==> config.mk <==
export PLATFORM = sky130hd
export DESIGN_NAME = program_loader
export DESIGN_NICKNAME = d
export VERILOG_FILES = /design/src/rtl/program_loader.sv
export SDC_FILE = /design/constraint.sdc
export NUM_CORES = 1
export LEC_CHECK = 0
export ABC_CLOCK_PERIOD_IN_PS = 2200
export CORE_MARGIN = 1
export CORE_UTILIZATION = 40
export DETAILED_ROUTE_END_ITERATION = 10
export PLACE_DENSITY = 0.75
export SLEW_MARGIN = 30
export SYNTH_ARGS = -nofsm -noshare
export SYNTH_HDL_FRONTEND = slang
export SYNTH_SLANG_ARGS = --single-unit
==> constraint.sdc <==
create_clock -name clk -period 2.2 [get_ports clk]
set_input_delay 0.33 -clock clk [delete_from_list [all_inputs] [get_ports clk]]
set_output_delay 0.33 -clock clk [all_outputs]
set_load 0.005 [all_outputs]
Signal wires on met1:
Scale bar: 20 µm. Supply wires on this layer in grey.
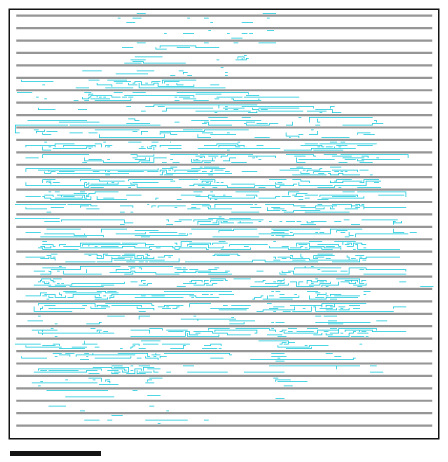
wire length on this layer	3600 µm
nets with wire on the layer	392
main direction	horizontal
share of all routed wire	42%
vias after detailed routing: 3036
GR Util met1: 25.61%

M2 wires:
Cells faint in the background.
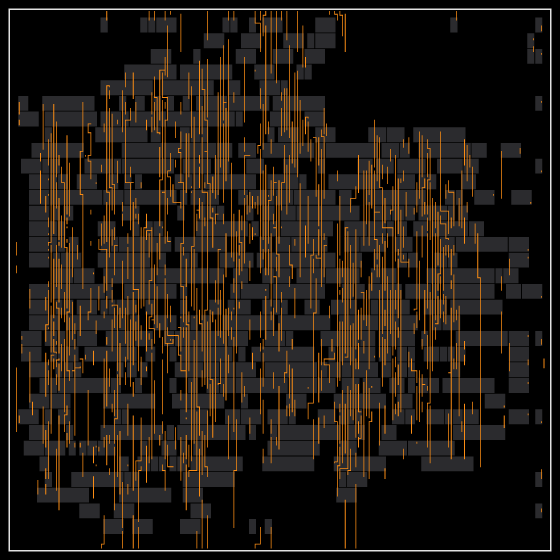
nets with wire on the layer	408
share of all routed wire	49%
wire length on this layer	4220 µm
main direction	vertical
longest straight run	32.8 µm
met2 GRT Util: 32.60%
Detailed Route WL: 8522 µm

Signal wires on met3:
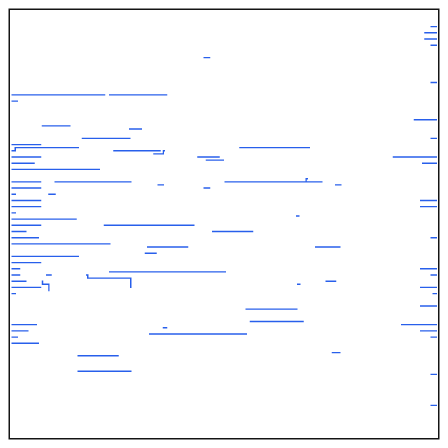
main direction	horizontal
nets with wire on the layer	73
met3 usage: 5.583%

==> results_slide.txt <==
Flow Results at a Glance

Status
  • Status: finished, final reports clean

Detailed routing
  • Iteration-0 DRC Markers: 146
  • Uppermost layer routed: met4
  • # DRC: 0
  • WL met2: 4216 µm
  • Drt via density: 5.289
  • Met3 Wirelength: 528 µm
  • Routed Antenna Nets: 0
  • Wire length per cell: between 10 and 15 µm
  • Metal1 wirelength: 3596 µm

Power
  • Power Density: 1208 nW/µm²
  • P_clk: about 1.1 mW
  • Max rail drop VDD: 0.0007693 V
  • P_sw: roughly 1.9 mW
  • Clock power share: between 20% and 30%
  • Seq. pwr: about 1.8 mW
  • Leak: 2.022 nW
  • Sequential power share: 34.2%
  • Gate power share: a little under half
  • Sw Share: 35.74%
  • P_int: 3.466 mW
  • Max power group: combinational cells
  • Comb power: 2.45 mW

Timing
  • Final worst slack: 116.0 ps
  • Actual transition at the worst max-transition pin: 696.9 ps
  • Skew final: 10.32 ps
  • Fin. max-slew vios: 0
  • Final setup vio count: 0
  • Tmin final: 2084 ps
  • Slew Limit Headroom: 53.54%
  • Fin. Hold Viols: 0
  • Fmax: 0.4799 GHz
  • Setup_tns: 0 ps
  • Hold_ws: 448.8 ps

Global route
  • GRT Total Usage: 20.37%
  • Global route overflow: 0
  • Pin count of the biggest net entering global routing: 36
  • Global-route wire length before repair: between 10000 and 15000 µm
  • Initial antenna violation count: 0
  • Vias in the first global route: 2855

Setup path
  • Reg2reg setup slack: 140 ps
  • Crit path launch type: register
  • Critical path peak fanout: 8
  • Critical Path Sink Type: output port
  • Crit-path max cell delay: roughly 500 ps
  • CP Class: reg2out
  • CP arrival: 1750 ps
  • Worst path slowest cell: clkdlybuf4s50_1
  • CP required: about 1900 ps

Finish
  • Synthesis-to-finish area growth: 32.68%
  • MI comb cells: 291
  • Largest register FFs: 32
  • Final Core Density: 54.62%
  • Non-clk bufs: 96
  • Design Area, Final: 4466 µm²
  • Non-clk invs: 4
  • Largest class: logic gates
  • Multi-input combinational area share: 36.56%
  • Fraction of area in registers: roughly a third
  • Layout Nets: 479
  • Fillers: 725
  • Proportion of layout cells with a drive suffix above 1: 13.65%
  • Seq. cell area: 1577 µm²
  • Non-clock buffer share: between 20% and 30%
  • Clk tree area frac: 4.735%
  • Comb area: 1633 µm²
  • Most numerous logic cells after layout: nand2_1, dfrtp_1, clkdlybuf4s50_1, nand3_1, buf_4
  • Number of non-filler instances in the completed layout: 574
  • Number of clock buffers in the layout: 11

Hold path
  • Hold Crit Class: in2async

Die
  • DIE AREA: about 8800 µm²
  • I/O Pins: a little over 80
  • Std-Cell Rows: 33
  • Core Util at FP: around two fifths
  • Core footprint: 8175 µm²
  • Die x size: 93.73 µm

Yosys
  • Yosys chip area: 3366 µm²
  • Number of synthesized flops with an enable pin: 0
  • # Cells Yosys: between 300 and 400
  • Seq share, synth: 46.84%
  • Synth unique cells: 49
  • Mean post-synth cell area: 8.834 µm²
  • Synth async-reset ratio: 100.0%
  • Synth area leader: dfrtp_1
  • Most used DFF post-synth: dfrtp_1
  • Cell count after synthesis: around 380
  • YS warnings: 0
  • Top cells by count, synth: nand2_1, dfrtp_1, nand3_1

Job
  • Count of max-cap constraint violations: 0
  • Tool warnings: 26

Clock tree
  • CTS Buf Count: 9
  • Total setup buffers inserted after CTS: 0
  • Clk ins delay skew pair: 340 ps
  • Clk sinks: 63
  • CTS HTree Levels: 3
  • CTS Root Cell: clkbuf_8
  • CTS Buffer Depth: 2
  • Clock Pin Slew Worst Setup and Hold Paths: 70 ps

Placed design
  • Gpl congestion: between 0.8 and 0.9
  • Placed Area: about 4200 µm²
  • HPWL after DPL: 5955 µm
  • I/O Buffers: 62
kinds of logic after synthesis:
logic type	after synthesis	synth area share (%)
AOI/OAI and AO/OA	49	9.406
xor gates and xnor gates	17	4.833
adders and majority gates	2	0.7434
buffers and inverters	45	7.472
DFF	63	46.84
muxes	14	4.312
other	1	0.1114
and+or+nand+nor	190	26.28
worst max-delay path, delay by kind of cell, from the launching register on:
kind / cells / cell delay [ps]
DFF: 1 / 440
and+or+nand+nor: 2 / 240
buffers and inverters: 3 / 730
timing repair:
item | in CTS | in global routing
resized | 0 | 5
setup endpoints to repair | 0 | 4
hold buffers | 1 | 0
endpoints found under the hold margin | 16 | 0
per-layer routing:
metal | vias to the layer above | track usage, %
li1 | 1434 | -
met4 | 0 | 9.231
met2 | 116 | 32.60
met1 | 1471 | 25.61
met3 | 15 | 5.583
met5 | - | 0
Power figures rest on the tool's default switching activity, not on a simulated workload.
